$ cat src/rtl/img_pkg.sv
// Shared definitions for the image-processing blocks: arbiter state encoding
// and the one-hot grant constants seen on the grant output.
package img_pkg;

    typedef enum logic [1:0] {
        ST_IDLE   = 2'd0,
        ST_GRANT0 = 2'd1,
        ST_GRANT1 = 2'd2
    } arb_state_t;

    localparam logic [1:0] GRANT_NONE = 2'b00;
    localparam logic [1:0] GRANT_S0   = 2'b01;
    localparam logic [1:0] GRANT_S1   = 2'b10;

    localparam logic SRC0 = 1'b0;
    localparam logic SRC1 = 1'b1;

endpackage

$ cat src/rtl/rr_arb2.sv
// Two-way round-robin selector: on a tie the source that was not served last
// wins; a lone requester always wins.
module rr_arb2
    import img_pkg::*;
(
    input  logic [1:0] i_req,
    input  logic       i_lastServed,
    output logic [1:0] o_grant
);

    always_comb begin
        o_grant = GRANT_NONE;
        if (i_req == 2'b11) begin
            o_grant = (i_lastServed == SRC1) ? GRANT_S0 : GRANT_S1;
        end else if (i_req[0]) begin
            o_grant = GRANT_S0;
        end else if (i_req[1]) begin
            o_grant = GRANT_S1;
        end
    end

endmodule

$ cat src/rtl/axis_frame_arbiter.sv
// Frame-granular arbiter: hands the shared AXI-Stream output to one video source
// at a time and only releases it after a complete frame of IMG_HEIGHT lines.
module axis_frame_arbiter
    import img_pkg::*;
#(
    parameter int DATA_WIDTH = 8,
    parameter int IMG_HEIGHT = 1440,
    parameter int IMG_WIDTH  = 2560
) (
    input  logic                  clk,
    input  logic                  reset,
    input  logic [DATA_WIDTH-1:0] s0_axis_tdata,
    input  logic                  s0_axis_tvalid,
    output logic                  s0_axis_tready,
    input  logic                  s0_axis_tuser,
    input  logic                  s0_axis_tlast,
    input  logic [DATA_WIDTH-1:0] s1_axis_tdata,
    input  logic                  s1_axis_tvalid,
    output logic                  s1_axis_tready,
    input  logic                  s1_axis_tuser,
    input  logic                  s1_axis_tlast,
    output logic [DATA_WIDTH-1:0] m_axis_tdata,
    output logic                  m_axis_tvalid,
    input  logic                  m_axis_tready,
    output logic                  m_axis_tuser,
    output logic                  m_axis_tlast,
    output logic [1:0]            grant,
    output logic                  frame_done,
    output logic                  sof_err
);

    // Pixel count per line is not enforced in hardware; IMG_WIDTH only guards degenerate sizing.
    localparam int LINE_W = (IMG_WIDTH > 0 && IMG_HEIGHT > 1) ? $clog2(IMG_HEIGHT) : 1;
    localparam logic [LINE_W-1:0] LAST_LINE = LINE_W'(IMG_HEIGHT - 1);

    arb_state_t        r_state, w_nextState;
    logic [LINE_W-1:0] r_lineCnt, w_nextLineCnt, w_baseLine;
    logic              r_inLine, w_nextInLine;
    logic              r_lastServed, w_nextLastServed;
    logic [1:0]        w_req, w_rrGrant;
    logic              w_accept, w_sofErr, w_frameEnd;

    assign w_req = {s1_axis_tvalid & s1_axis_tuser, s0_axis_tvalid & s0_axis_tuser};

    rr_arb2 u_rrArb (
        .i_req        (w_req),
        .i_lastServed (r_lastServed),
        .o_grant      (w_rrGrant)
    );

    always_comb begin
        m_axis_tdata   = '0;
        m_axis_tvalid  = 1'b0;
        m_axis_tuser   = 1'b0;
        m_axis_tlast   = 1'b0;
        s0_axis_tready = 1'b0;
        s1_axis_tready = 1'b0;
        grant          = GRANT_NONE;
        case (r_state)
            // Non-SOF beats are flushed to resynchronise; SOF beats stall until granted.
            ST_IDLE: begin
                s0_axis_tready = s0_axis_tvalid & ~s0_axis_tuser;
                s1_axis_tready = s1_axis_tvalid & ~s1_axis_tuser;
            end
            ST_GRANT0: begin
                m_axis_tdata   = s0_axis_tdata;
                m_axis_tvalid  = s0_axis_tvalid;
                m_axis_tuser   = s0_axis_tuser;
                m_axis_tlast   = s0_axis_tlast;
                s0_axis_tready = m_axis_tready;
                grant          = GRANT_S0;
            end
            ST_GRANT1: begin
                m_axis_tdata   = s1_axis_tdata;
                m_axis_tvalid  = s1_axis_tvalid;
                m_axis_tuser   = s1_axis_tuser;
                m_axis_tlast   = s1_axis_tlast;
                s1_axis_tready = m_axis_tready;
                grant          = GRANT_S1;
            end
            default: ;
        endcase
    end

    assign w_accept   = m_axis_tvalid & m_axis_tready;
    assign w_sofErr   = w_accept & m_axis_tuser & ((r_lineCnt != '0) | r_inLine);
    assign w_baseLine = w_sofErr ? '0 : r_lineCnt;
    assign w_frameEnd = w_accept & m_axis_tlast & (w_baseLine == LAST_LINE);
    assign frame_done = w_frameEnd;
    assign sof_err    = w_sofErr;

    always_comb begin
        w_nextState      = r_state;
        w_nextLineCnt    = r_lineCnt;
        w_nextInLine     = r_inLine;
        w_nextLastServed = r_lastServed;
        if (r_state == ST_IDLE) begin
            if (w_rrGrant == GRANT_S0) begin
                w_nextState = ST_GRANT0;
            end else if (w_rrGrant == GRANT_S1) begin
                w_nextState = ST_GRANT1;
            end
        // A mid-frame SOF counts as line 0 of a fresh frame on the same grant.
        end else if (w_accept) begin
            if (w_frameEnd) begin
                w_nextLineCnt    = '0;
                w_nextInLine     = 1'b0;
                w_nextLastServed = (r_state == ST_GRANT1) ? SRC1 : SRC0;
                w_nextState      = ST_IDLE;
            end else if (m_axis_tlast) begin
                w_nextLineCnt = w_baseLine + 1'b1;
                w_nextInLine  = 1'b0;
            end else begin
                w_nextLineCnt = w_baseLine;
                w_nextInLine  = 1'b1;
            end
        end
    end

    always_ff @(posedge clk) begin
        if (reset) begin
            r_state      <= ST_IDLE;
            r_lineCnt    <= '0;
            r_inLine     <= 1'b0;
            r_lastServed <= SRC1;
        end else begin
            r_state      <= w_nextState;
            r_lineCnt    <= w_nextLineCnt;
            r_inLine     <= w_nextInLine;
            r_lastServed <= w_nextLastServed;
        end
    end

endmodule

$ cat config.mk
export PLATFORM = sky130hd
export DESIGN_NAME = axis_frame_arbiter
export DESIGN_NICKNAME = d
export VERILOG_FILES = /design/src/rtl/img_pkg.sv /design/src/rtl/rr_arb2.sv /design/src/rtl/axis_frame_arbiter.sv
export SDC_FILE = /design/constraint.sdc
export NUM_CORES = 1
export LEC_CHECK = 0
export ABC_AREA = 1
export CORE_MARGIN = 3
export CORE_UTILIZATION = 47
export CTS_BUF_LIST = sky130_fd_sc_hd__clkbuf_16
export DETAILED_ROUTE_END_ITERATION = 6
export GPL_ROUTABILITY_DRIVEN = 0
export PLACE_DENSITY = 0.8
export SYNTH_ARGS = -nofsm -noshare
export SYNTH_HDL_FRONTEND = slang
export SYNTH_HIERARCHICAL = 1
export SYNTH_SLANG_ARGS = --single-unit
$ cat constraint.sdc
create_clock -name clk -period 3.5 [get_ports clk]
set_input_delay 0.525 -clock clk [delete_from_list [all_inputs] [get_ports clk]]
set_output_delay 0.525 -clock clk [all_outputs]
set_load 0.01 [all_outputs]
==> results.txt <==
outcome = finished, final reports clean
chip area = 3560 µm²
reported sequential group power = 175 µW
largest clock skew in the final design = 0.00494 ns
chip area estimate from yosys synthesis = 1360 µm²
Arrival @ worst endpoint = 2.52 ns
internal power summed over all cells = 379 µW
Non-Clock Inverter Count = 29
violation tally from detailed-route iteration zero = 121
number of cells on the worst hold path = 2
proportion of synthesized chip area in sequential cells = 22.2%
fraction of area in clock buffers and inverters = 4.35%
Max Buffers Root-to-Sink = 2
Pre-Repair DR Iteration Count = 4
reg2reg end = r_lineCnt[1]
register area = 302 µm²
Mapped Area = 1360 µm²
number of flip-flops in the largest register = 11
number of logged tool warnings = 30
Post-CTS Setup Repair Bufs = 0
power dissipated in combinational cells = 100 µW
total count of max-transition violations in the final report = 0
met3 usage = 4.75%
HPWL after DPL = 2790 µm
number of sinks on the clock net = 15
met3 wire length = 388 µm
Synth async-reset ratio = 0%
Leakage Power = 0.796 nW
setup-violating endpoint count in the final report = 0
placed insts = 287
kind of end point of the critical path = output port
Critical Path Fanout Max = 7
Routed WL = 3640 µm
share of the final layout cell area in multi-input gates = 48.3%
Signal buffers = 46
clock insertion delay at the later pin of the skew report = 0.25 ns
ANT cells = 0
relative area change from synthesis to final layout = 40.1%
sequential share of power = 34.8%
average vias per placed instance = 5.09
met1 WL = 1660 µm
num tapcells = 30
final total negative setup slack = 0 ns
fill count = 228
antenna-violating nets left = 0
total number of nets in the final design = 293
Multi-In Gates = 167
leading post-synthesis cells by cell area = sky130_fd_sc_hd__dfxtp_1, sky130_fd_sc_hd__nand2_1, sky130_fd_sc_hd__a21oi_1
met2 layer wire length in the routed design = 1570 µm
clock tree from TritonCTS = done
Worst R2R Setup Slack = 0.90 ns
CP bufs+invs = 4
fraction of power spent switching nets = 24.8%
fraction of layout cells with a size suffix above 1 = 16.1%
clock group total power = 229 µW
Largest type area fraction = 22.2%
net count entering floorplan = 246
total of warnings raised by yosys = 6
Tightest Hold Check Type = reg -> reg
Min Hold Slack = 0.495 ns
Inserted Clock Buffers = 3
AO/OA Area Share = 15.1%
number of logic stages on the critical path including buffering = 16
worst-margin pin slew = 0.527 ns
most numerous cell types in the synthesized netlist = sky130_fd_sc_hd__nand2_1, sky130_fd_sc_hd__inv_1, sky130_fd_sc_hd__a21oi_1
cell type with the highest aggregate area in the netlist = sky130_fd_sc_hd__dfxtp_1
most frequent logic cell in the layout = sky130_fd_sc_hd__nand2_1
final worst-path cycle share = 86.9%
number of instances in the synthesized netlist = 215
number of maximum-capacitance violations = 0
non-filler instance count after layout = 291
footprint of the multi-input gates = 917 µm²
Chip Height = 59.7 µm
flops & latches, synth = 15
Hold-fix buffers, CTS = 0
Worst Setup EP = frame_done
MUX area fraction = 0%
combinational share of power = 19.9%
setup repair after global routing missed its margin = no
grt total ovfl = 0
sequential share of cell area = 15.9%
number of vias in the routed layout = 1480
via count of the first global-routing pass = 1298
Synth top cell by count = sky130_fd_sc_hd__nand2_1
total power = 504 µW
die x size = 59.7 µm
fp util = 51.9%
peak per-stage delay on the critical path = 0.45 ns
Fmax = 329 MHz
antenna violations before repair = 0
startpoint kind of the worst setup timing path = input pin
post-route setup slack = 0.459 ns
number of enable flip-flop cells = 0
HP Start = r_lineCnt[1]
H-tree depth = 1
Top pwr grp = the clock network
Port Buffers = 41
Signal buf overhead = 23.7%
met2 capacity usage during global routing = 33.2%
Reg2Reg Depth = 18
dpl ws = 0.0922 ns
total power per unit cell area = 265 nW/µm²
endpoint of the worst hold path = r_lineCnt[1]
post-layout instance area = 1900 µm²
register with the highest flop count = r_lineCnt
post-CTS resize count = 0
CLK BUF = 3
Post-Synthesis Mean Instance Area = 6.30 µm²
top layer in use = met4
Critical Path Source = s0_axis_tvalid
fraction of power consumed by the clock network = 45.4%
area-dominant cell class after layout = logic gates
Final min period = 3.04 ns
most numerous logic cells after layout = sky130_fd_sc_hd__nand2_1, sky130_fd_sc_hd__clkdlybuf4s50_1, sky130_fd_sc_hd__inv_1
placed instance area = 1810 µm²
primary flip-flop cell chosen by synthesis mapping = sky130_fd_sc_hd__dfxtp_1
Site Rows = 18
Worst VDD drop = 0.343 mV
standard cell with the maximum stage delay on the critical path = sky130_fd_sc_hd__clkdlybuf4s50_1
CTS clock-pin slew for the worst setup and hold paths = 0.05 ns
DR DRC count = 0
largest registers = r_lineCnt (11), r_state (2)
Switch Pwr = 125 µW
slew margin rel. = 64.7%
master cell of the clock root buffer = sky130_fd_sc_hd__clkbuf_16
share of the synthesized netlist area taken by xor and xnor gates = 2.59%
Core ar. = 2610 µm²
first-pass GRT wire length = 6010 µm
count of pins on the block boundary = 42
critical path's top delay family = simple AND/OR/NAND/NOR gates
post-synthesis share of cell area spent on and, or, nand and nor gates = 44.2%
startpoint-to-endpoint class of the critical path = in -> out
yosys stat cell total = 215
flip-flop and latch count = 15
count of distinct cell types in the synthesized netlist = 31
largest net degree at the start of global routing = 13
crit-path cells = clkdlybuf4s50_1, nand2_1, nand2_1, nand3_2, nor2_4, nand2_4, inv_2, nor2_1, ha_1, inv_1, nor3_1, nand3_1, nor2_1, nand4_1, nor2_4, dlymetal6s2s_1
Hold Violations, Final = 0
main kind of combinational logic by area = simple AND/OR/NAND/NOR gates
area fraction in full adders, half adders and majority gates = 5.54%
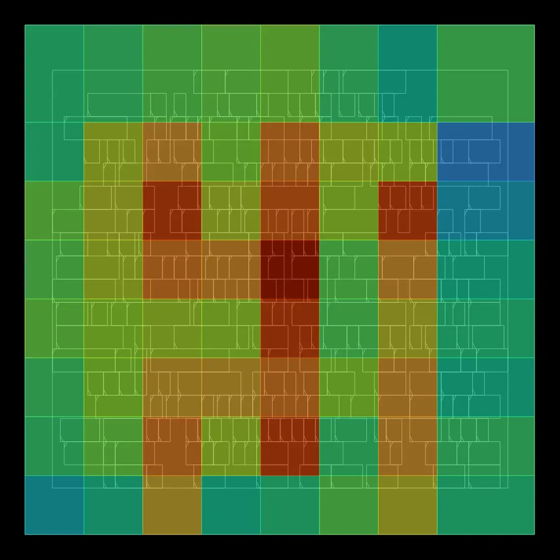
*Congestion heat map*
routed len/inst: 12.5 µm
layer with the highest usage after global routing: met2
global router's overall resource usage: 21.8%
post-layout utilization of the core: 72.7%
M1 GR Usage: 31.2%

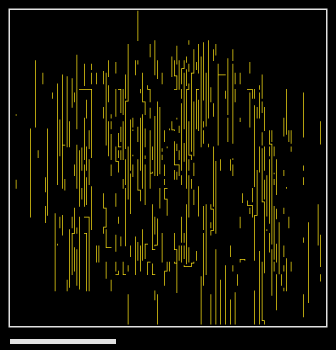
*M2 wires*
Bar = 20 µm.
216 nets have wire on it. The longest straight run is 21.4 µm.

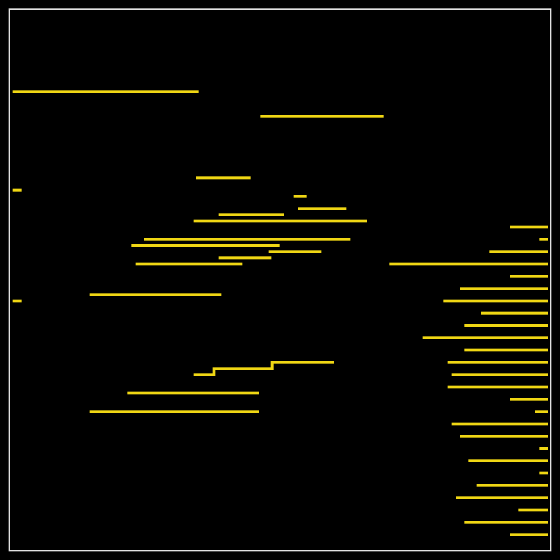
*The metal 3 layer*
The layer holds 11% of the routed length. 41 nets have wire on it. The layer carries 389 µm of wire. The wires run mostly horizontal.

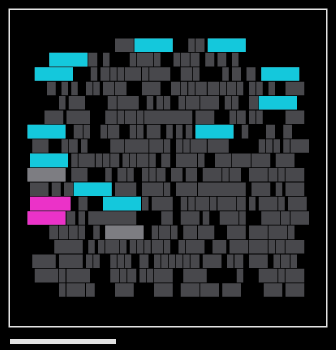
*Register map, names as in the netlist*
Bar = 20 µm.
r_state: shown in magenta, placed flops 2. r_lineCnt: shown in cyan, placed flops 11.
Another 2 sequential cells are not coloured.

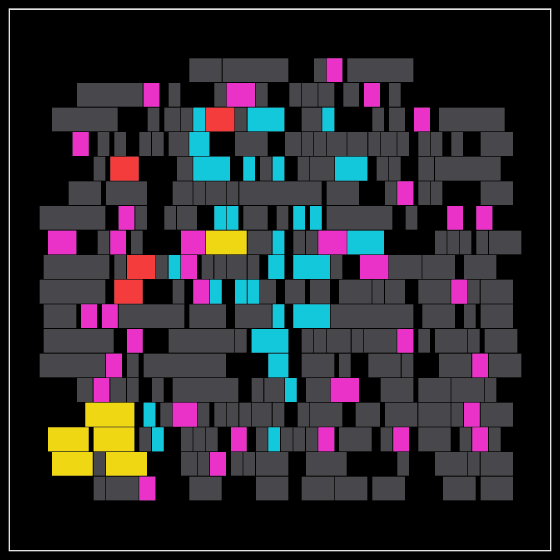
*Gate families picked out*
nor cells: shown in cyan, cells 28, most used nor2_1. fa/ha/maj cells: shown in yellow, cells 6, most used ha_1, where bottom left. xor and xnor cells: shown in red, cells 4, most used xor2_1. aoi and oai cells: shown in magenta, cells 34, most used a21oi_1, where all over the die.

Power and IR drop assume default switching activity.
